## config.mk

```make
export PLATFORM = sky130hd
export DESIGN_NAME = updown_digit_counter
export DESIGN_NICKNAME = d
export VERILOG_FILES = /design/src/rtl/updown_digit_counter_pkg.sv /design/src/rtl/updown_digit_counter_digit_step.sv /design/src/rtl/updown_digit_counter.sv
export SDC_FILE = /design/constraint.sdc
export NUM_CORES = 1
export LEC_CHECK = 0
export ABC_AREA = 1
export CORE_UTILIZATION = 53
export CTS_BUF_LIST = sky130_fd_sc_hd__clkbuf_4 sky130_fd_sc_hd__clkbuf_8
export DETAILED_ROUTE_END_ITERATION = 12
export PLACE_DENSITY = 0.95
export SLEW_MARGIN = 10
export SYNTH_ARGS = -nofsm -noshare
export SYNTH_HDL_FRONTEND = slang
export SYNTH_SLANG_ARGS = --single-unit
```

## constraint.sdc

```tcl
create_clock -name clk -period 2.5 [get_ports clk]
set_input_delay 0.5 -clock clk [delete_from_list [all_inputs] [get_ports clk]]
set_output_delay 0.5 -clock clk [all_outputs]
set_load 0.03 [all_outputs]
```

## src/rtl/updown_digit_counter_pkg.sv

```systemverilog
// Shared types for the up/down digit counter: FSM states and tick direction.
package updown_digit_counter_pkg;

  typedef enum logic {
    ST_IDLE   = 1'b0,
    ST_RIPPLE = 1'b1
  } state_t;

  typedef enum logic {
    DIR_UP = 1'b0,
    DIR_DN = 1'b1
  } dir_t;

endpackage

```

## src/rtl/updown_digit_counter_digit_step.sv

```systemverilog
// digit_step: combinational modulo-L step of a single digit.
// up and dn together (or neither) leave the digit unchanged with no carry.
module digit_step #(
  parameter int L = 10,
  parameter int N = $clog2(L)
) (
  input  logic [N-1:0] v,
  input  logic         up,
  input  logic         dn,
  output logic [N-1:0] nv,
  output logic         carry
);

  localparam logic [N-1:0] MAXV = N'(L - 1);

  // Wrap at L-1 going up and at 0 going down; both wraps raise carry/borrow.
  always_comb begin
    nv    = v;
    carry = 1'b0;
    if (up && !dn) begin
      if (v == MAXV) begin
        nv    = '0;
        carry = 1'b1;
      end else begin
        nv = v + N'(1);
      end
    end else if (dn && !up) begin
      if (v == '0) begin
        nv    = MAXV;
        carry = 1'b1;
      end else begin
        nv = v - N'(1);
      end
    end
  end

endmodule

```

## src/rtl/updown_digit_counter.sv

```systemverilog
// updown_digit_counter: multi-digit modulo-L up/down counter whose carries
// and borrows ripple upward one digit per clock through a single shared
// digit_step. Optional macro COUNTER_SATURATE_EN turns whole-counter wrap
// into a hold plus a one-cycle wrap flag.
module updown_digit_counter
  import updown_digit_counter_pkg::*;
#(
  parameter  int L      = 10,
  parameter  int DIGITS = 4,
  localparam int N      = $clog2(L)
) (
  input  logic                clk,
  input  logic                rst_n,
  input  logic                tick_up,
  input  logic                tick_dn,
  input  logic                clear,
  input  logic                load,
  input  logic [DIGITS*N-1:0] load_val,
  output logic [DIGITS*N-1:0] count,
  output logic                ready,
  output logic                wrap
);

  localparam int           IDXW = (DIGITS > 1) ? $clog2(DIGITS) : 1;
  localparam logic [N-1:0] MAXV = N'(L - 1);

  state_t                   r_state, w_state_nxt;
  dir_t                     r_dir, w_dir_nxt;
  logic [IDXW-1:0]          r_idx, w_idx_nxt;
  logic [DIGITS-1:0][N-1:0] r_count, w_count_nxt, w_ld;
  logic                     r_wrap, w_wrap_nxt;

  logic [IDXW-1:0] w_sel;
  logic [N-1:0]    w_v, w_nv;
  logic            w_up, w_dn, w_carry, w_sat;

  assign count = r_count;
  assign ready = (r_state == ST_IDLE);
  assign wrap  = r_wrap;

  // Step operand: digit 0 on a fresh tick, digit idx while rippling.
  always_comb begin
    w_sel = '0;
    w_up  = tick_up & ~tick_dn;
    w_dn  = tick_dn & ~tick_up;
    if (r_state == ST_RIPPLE) begin
      w_sel = r_idx;
      w_up  = (r_dir == DIR_UP);
      w_dn  = (r_dir == DIR_DN);
    end
    w_v = r_count[w_sel];
  end

  digit_step #(.L(L), .N(N)) u_step (
    .v     (w_v),
    .up    (w_up),
    .dn    (w_dn),
    .nv    (w_nv),
    .carry (w_carry)
  );

  // Load image: out-of-range digits are forced to zero.
  always_comb begin
    for (int i = 0; i < DIGITS; i++) begin
      w_ld[i] = (int'(load_val[i*N +: N]) >= L) ? '0 : load_val[i*N +: N];
    end
  end

`ifdef COUNTER_SATURATE_EN
  logic w_lim_up, w_lim_dn;

  // Detect a tick that would wrap the whole counter.
  always_comb begin
    w_lim_up = 1'b1;
    w_lim_dn = 1'b1;
    for (int i = 0; i < DIGITS; i++) begin
      if (r_count[i] != MAXV) w_lim_up = 1'b0;
      if (r_count[i] != '0)   w_lim_dn = 1'b0;
    end
  end

  assign w_sat = (w_up & w_lim_up) | (w_dn & w_lim_dn);
`else
  assign w_sat = 1'b0;
`endif

  // Next state: clear beats load beats tick/ripple; wrap is a 1-cycle pulse.
  always_comb begin
    w_state_nxt = r_state;
    w_count_nxt = r_count;
    w_idx_nxt   = r_idx;
    w_dir_nxt   = r_dir;
    w_wrap_nxt  = 1'b0;
    if (clear) begin
      w_count_nxt = '0;
      w_state_nxt = ST_IDLE;
      w_idx_nxt   = '0;
    end else if (load) begin
      w_count_nxt = w_ld;
      w_state_nxt = ST_IDLE;
      w_idx_nxt   = '0;
    end else begin
      case (r_state)
        ST_IDLE: begin
          if (w_up | w_dn) begin
            w_dir_nxt = w_up ? DIR_UP : DIR_DN;
            if (w_sat) begin
              w_wrap_nxt = 1'b1;
            end else begin
              w_count_nxt[0] = w_nv;
              if (w_carry) begin
                if (DIGITS > 1) begin
                  w_state_nxt = ST_RIPPLE;
                  w_idx_nxt   = IDXW'(1);
                end else begin
                  w_wrap_nxt  = 1'b1;
                end
              end
            end
          end
        end
        ST_RIPPLE: begin
          w_count_nxt[r_idx] = w_nv;
          if (w_carry && (int'(r_idx) != DIGITS - 1)) begin
            w_idx_nxt = r_idx + IDXW'(1);
          end else begin
            w_wrap_nxt  = w_carry;
            w_state_nxt = ST_IDLE;
            w_idx_nxt   = '0;
          end
        end
        default: begin
          w_state_nxt = ST_IDLE;
          w_idx_nxt   = '0;
        end
      endcase
    end
  end

  // State, digit, index, direction and wrap registers.
  always_ff @(posedge clk or negedge rst_n) begin
    if (!rst_n) begin
      r_state <= ST_IDLE;
      r_count <= '0;
      r_idx   <= '0;
      r_dir   <= DIR_UP;
      r_wrap  <= 1'b0;
    end else begin
      r_state <= w_state_nxt;
      r_count <= w_count_nxt;
      r_idx   <= w_idx_nxt;
      r_dir   <= w_dir_nxt;
      r_wrap  <= w_wrap_nxt;
    end
  end

endmodule

```

Run 1, cell sizes after repair:
The bar under the picture is 20 um long.
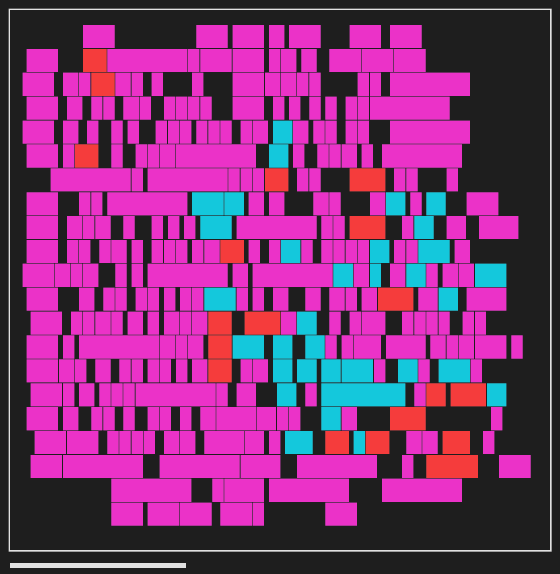
legend:
  _3 and _4 cells:
    color: red
    cells: 19
  _2 cells:
    color: cyan
    cells: 33
  _0 and _1 cells:
    color: magenta
    cells: 280
design area: 2359 um2
Non-clk bufs: 45
Area Growth Syn to Fin: 25.67%

Run 1, the clock network:
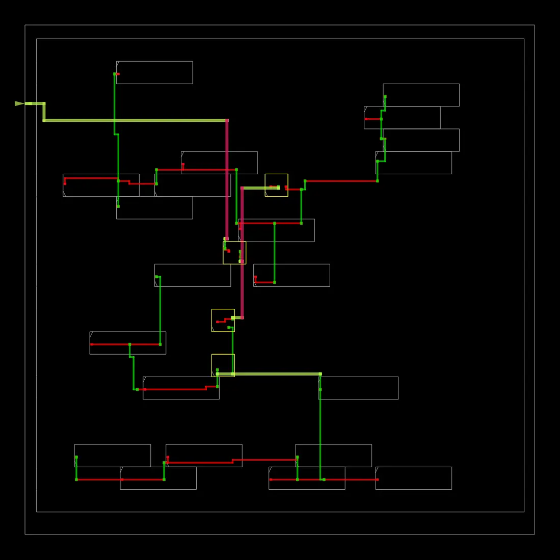
total CTS buffers: 3
flop count: 21
clock buffers: 4
Clk Latency, worst-skew pair: 0.31 ns
clk pwr: 182 uW

Run 1, signal wires on met4:
The bar under the picture is 20 um long.
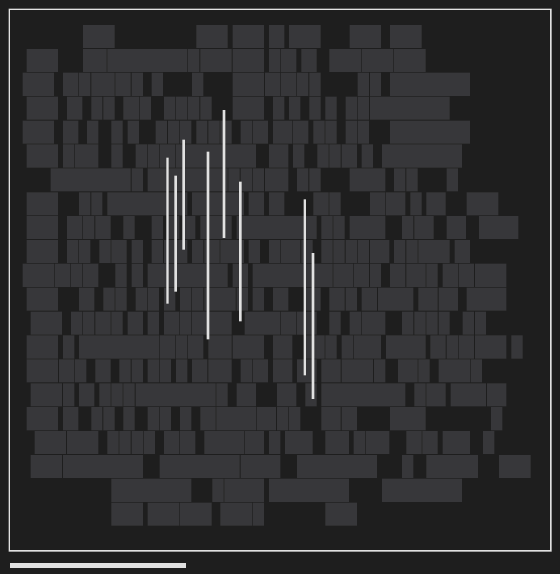
share of all routed wire: 2.5%
main direction: vertical
nets with wire on the layer: 8
wire length on this layer: 129 um
longest straight run: 21.1 um
total wire length: 5.183 mm
total number of vias: 2096

## run 1: cells in the mapped netlist, types with 4 or more instances
cell type	instances
nor2_1	15
inv_1	33
nand2_1	102
nand3_1	25
nand2_4	4
a21oi_1	18
nand2_2	17
ha_1	7
o21ai_0	10
dfrtp_1	21
nand3_2	8
## run 1: worst reg2reg max path, delay by kind of cell, from the launching register on
| kind | cells | cell delay (ns) |
|---|---|---|
| simple gates | 10 | 0.91 |
| flops | 1 | 0.50 |
| buf+inv | 3 | 0.36 |
| compound gates | 2 | 0.23 |
| fa+ha+maj | 1 | 0.19 |
## run 1: per-layer routing
layer	up-vias	global-route usage
li1	1000	-
met1	950	0.3895
met2	128	0.4854
met3	18	0.04832
met4	0	0.1524
met5	-	0
==> results.json, run 1 <==
{
  "status": "finished clean",
  "dr.pass1.iters": 7,
  "ys_dominant_reg_cell": "dfrtp_1",
  "hold_slack_ns": 0.5243,
  "fin_crit_sh": 0.9108,
  "crit_family": "simple AND/OR/NAND/NOR gates",
  "overflow": 0,
  "synth_compound_gate_area_share": 0.1033,
  "root_buffer": "clkbuf_4",
  "core_um2": 3363,
  "power.total_mw": 1.004,
  "place_area_um2": 2322,
  "worstReg2RegStart": "r_state",
  "dp_hpwl_mm": 3.960,
  "sh_comb_area": 0.4950,
  "ys_seq_elements": 21,
  "required_ns": 2.72,
  "ant_nets": 0,
  "tap_cells": 46,
  "grt_antenna_before_repair": 0,
  "rsz0062_at_grt": "false",
  "powerDensity_nw_per_um2": 425.7,
  "setup_viol": 0,
  "path_common_cell": "nand2_1",
  "clock_path_buffers": 2,
  "h-tree-depth": 1,
  "dp_slack_ns": 0.2154,
  "synth_cell_type_count": 29,
  "nonClkBufAreaFrac": 0.1846,
  "layout.area.top_class": "combinational gates",
  "final-comb-area_um2": 1167,
  "dieArea_um2": 3783,
  "fp_nets": 318,
  "gp_congestion": 0.9805,
  "yosysSeqAreaShare": 0.2800,
  "drc_errors": 0,
  "routed.top_layer": "met4",
  "intPower_uw": 601.7,
  "grt_pass1_wl_mm": 8.286,
  "p_switching_uw": 402.3,
  "ys_sh_mux": 0,
  "logic_gate_count": 225,
  "clk_share": 0.01273,
  "drt-met1-wl_mm": 2.085,
  "drt_iter0_drc": 147,
  "synth_cells": 289,
  "start_kind": "register",
  "port_buffers": 39,
  "tns_ns": 0,
  "peakVddDrop_mv": 0.2499,
  "seq_share": 0.2233,
  "maxCapViolations": 0,
  "critical_path.max_stage_delay_ns": 0.50,
  "cts_hold_buf": 0,
  "switching_share": 0.4007,
  "openroad.warnings": 32,
  "grt_usage": 0.3008,
  "timing.final.ws_setup_ns": 0.2231,
  "cp_slowest_cell": "dfrtp_2",
  "netlist_top_cells_area": "dfrtp_1, nand2_1, nand3_1",
  "cts.clk_slew.worst_paths_ns": 0.12,
  "grt_start_max_net_pins": 27,
  "antennaDiodeCount": 0,
  "regArea_um2": 526.8,
  "ys_cells": 289,
  "synth_async_sr_flop_share": 1.000,
  "final_cells": 378,
  "pwr-share-comb": 0.428,
  "cp-end-kind": "register",
  "dp_cells": 374,
  "hold_path.class": "primary input to asynchronous set/reset pin",
  "finClkSkew_ns": 0.002327,
  "top_cell_area_share": 0.2800,
  "syn-cell-area_um2": 1877,
  "crit_type": "register to register",
  "crit_path_max_fanout": 9,
  "r2r-end": "count[6]",
  "fin_nets": 362,
  "grt_pass1_vias": 1892,
  "p_clk_frac": 0.181,
  "synth.avg_cell_area_um2": 6.494,
  "core.rowCount": 21,
  "setup.worst_path.end": "count[6]",
  "ys_chip_area_um2": 1877,
  "xor_area_frac": 0.004667,
  "worstPathCellList": "buf_4 > nand3_1 > nand2_1 > nand2_1 > nand2_4 > inv_1 > ha_1 > inv_1 > nor2_1 > o21ai_0 > o211ai_1 > nand2_2 > nand2_1 > nand2_1 > nand2_1 > nand2_1",
  "dieHeight_um": 61.51,
  "rrSetupSlack_ns": 0.22,
  "pg_comb_uw": 430,
  "clkSinkCount": 21,
  "cp.arrival_ns": 2.49,
  "fillCellCount": 328,
  "lay_top_count": "nand2_1",
  "pwr-share-seq": 0.391,
  "synth_warnings": 0,
  "leakagePower_nw": 1.199,
  "tightest_slew_ns": 0.4509,
  "cp-startpoint": "r_state",
  "post_cts_resize_count": 0,
  "largest_reg_flops": 16,
  "cts_tree": "built",
  "fin_crit_ns": 2.277,
  "met3WireLength_um": 454,
  "simple_gate_area_frac": 0.4647,
  "ff2ff_path_depth": 16,
  "fa_ha_area_frac": 0.04667,
  "die_w_um": 61.51,
  "post_cts_buffers": 0,
  "cp_num_buf_inv": 3,
  "wl_per_cell_um": 13.71,
  "power_leader": "combinational logic",
  "synthTopLogicFamily": "simple AND/OR/NAND/NOR gates",
  "p_seq_uw": 392,
  "fp_util": 0.5580,
  "finalHoldViolCount": 0,
  "drive_gt1_frac": 0.1566,
  "vias_per_cell": 5.545,
  "fmax_mhz": 439.2,
  "inverters": 37
}
==> inputs of run 2 (changes only) <==
--- a/config.mk
+++ b/config.mk
@@ -10,7 +10,7 @@
 export CTS_BUF_LIST = sky130_fd_sc_hd__clkbuf_4 sky130_fd_sc_hd__clkbuf_8
 export DETAILED_ROUTE_END_ITERATION = 12
 export PLACE_DENSITY = 0.95
-export SLEW_MARGIN = 10
+export SLEW_MARGIN = 20
 export SYNTH_ARGS = -nofsm -noshare
 export SYNTH_HDL_FRONTEND = slang
 export SYNTH_SLANG_ARGS = --single-unit
Run 2, signal wires on met4:
The bar under the picture is 20 um long.
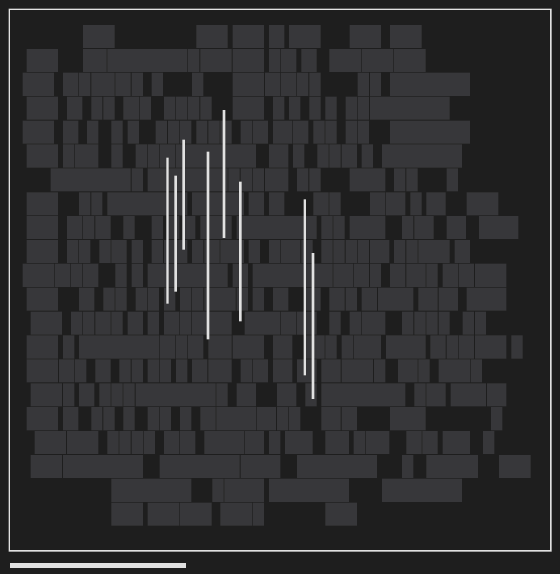
longest straight run: 21.1 um
nets with wire on the layer: 8

Run 2, the clock network:
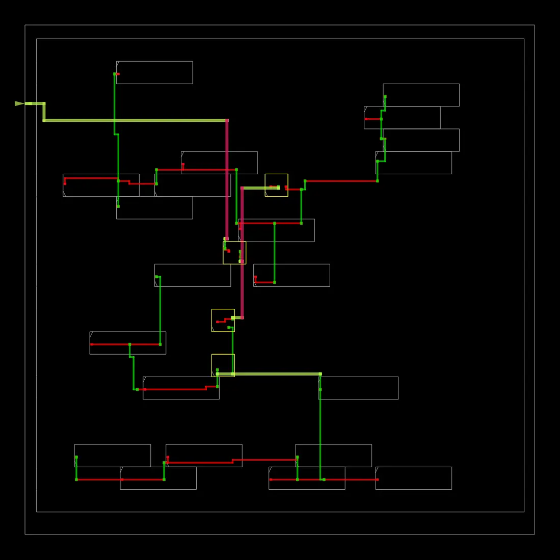
CTS Sinks: 21
skew final: 0.002327 ns

==> run 2 against run 1 <==
Against the previous run:
- count of clock-buffer cells in the layout unchanged
- design area unchanged
- flip-flop count stayed put
- register-to-register slack barely moved
- routed wire length unchanged
==> results.json, run 2 <==
{
  "status": "finished clean",
  "ant_nets": 0,
  "cp-end-kind": "register",
  "fin_nets": 362,
  "crit_path_max_fanout": 9,
  "met3WireLength_um": 454,
  "vias_per_cell": 5.545,
  "routed_wl_mm": 5.183,
  "pg_comb_uw": 430,
  "fa_ha_area_frac": 0.04667,
  "area_delta_synth_final_pct": 25.67,
  "dp_cells": 374,
  "synth_async_sr_flop_share": 1.000,
  "root_buffer": "clkbuf_4",
  "p_seq_uw": 392,
  "place_area_um2": 2322,
  "yosysSeqAreaShare": 0.2800,
  "regArea_um2": 526.8,
  "fin_crit_sh": 0.9108,
  "finalHoldViolCount": 0,
  "r2r-end": "count[6]",
  "clock_path_buffers": 2,
  "hold_path.class": "primary input to asynchronous set/reset pin",
  "setup.worst_path.end": "count[6]",
  "fmax_mhz": 439.2,
  "drc_errors": 0,
  "overflow": 0,
  "ys_dominant_reg_cell": "dfrtp_1",
  "die_w_um": 61.51,
  "synth_compound_gate_area_share": 0.1033,
  "fp_util": 0.5580,
  "synth.avg_cell_area_um2": 6.494,
  "fin_area_um2": 2359,
  "ys_chip_area_um2": 1877,
  "intPower_uw": 601.7,
  "power.total_mw": 1.004,
  "peakVddDrop_mv": 0.2499,
  "lay_top_count": "nand2_1",
  "drt_iter0_drc": 147,
  "dp_hpwl_mm": 3.960,
  "wl_per_cell_um": 13.71,
  "routed.top_layer": "met4",
  "core.rowCount": 21,
  "vias": 2096,
  "drt-met1-wl_mm": 2.085,
  "dr.pass1.iters": 7,
  "cp.arrival_ns": 2.49,
  "power_leader": "combinational logic",
  "pg_clk_uw": 182,
  "netlist_top_cells_area": "dfrtp_1, nand2_1, nand3_1",
  "core_um2": 3363,
  "drive_gt1_frac": 0.1566,
  "final-comb-area_um2": 1167,
  "grt_pass1_wl_mm": 8.286,
  "pwr-share-seq": 0.391,
  "grt_usage": 0.3008,
  "switching_share": 0.4007,
  "crit_type": "register to register",
  "antennaDiodeCount": 0,
  "cts_buffers": 3,
  "ys_cells": 289,
  "grt_start_max_net_pins": 27,
  "p_clk_frac": 0.181,
  "h-tree-depth": 1
}
-- run 2: timing repair --
action | 4_1_cts | 5_1_grt
endpoints found under the hold margin | 0 | 0
gates resized | 0 | 2
setup endpoints to repair | 0 | 4
buffers inserted | 0 | 0
-- run 2: worst max-delay path: stages, from the launching register on --
cell and delay (ns):
dfrtp_2 0.50, buf_4 0.20, nand3_1 0.11, nand2_1 0.07, nand2_1 0.10, nand2_4 0.09
inv_1 0.08, ha_1 0.19, inv_1 0.08, nor2_1 0.15, o21ai_0 0.11, o211ai_1 0.12
nand2_2 0.14, nand2_1 0.09, nand2_1 0.05, nand2_1 0.06, nand2_1 0.04
-- run 2: final cells by class --
cell class	count	share of cell area
inverter	37	0.05995
sequential	21	0.2233
multi-input combinational	225	0.4950
timing repair buffer	45	0.1846
clock buffer	4	0.01273
tap	46	0.02440
Power and IR drop assume default switching activity.
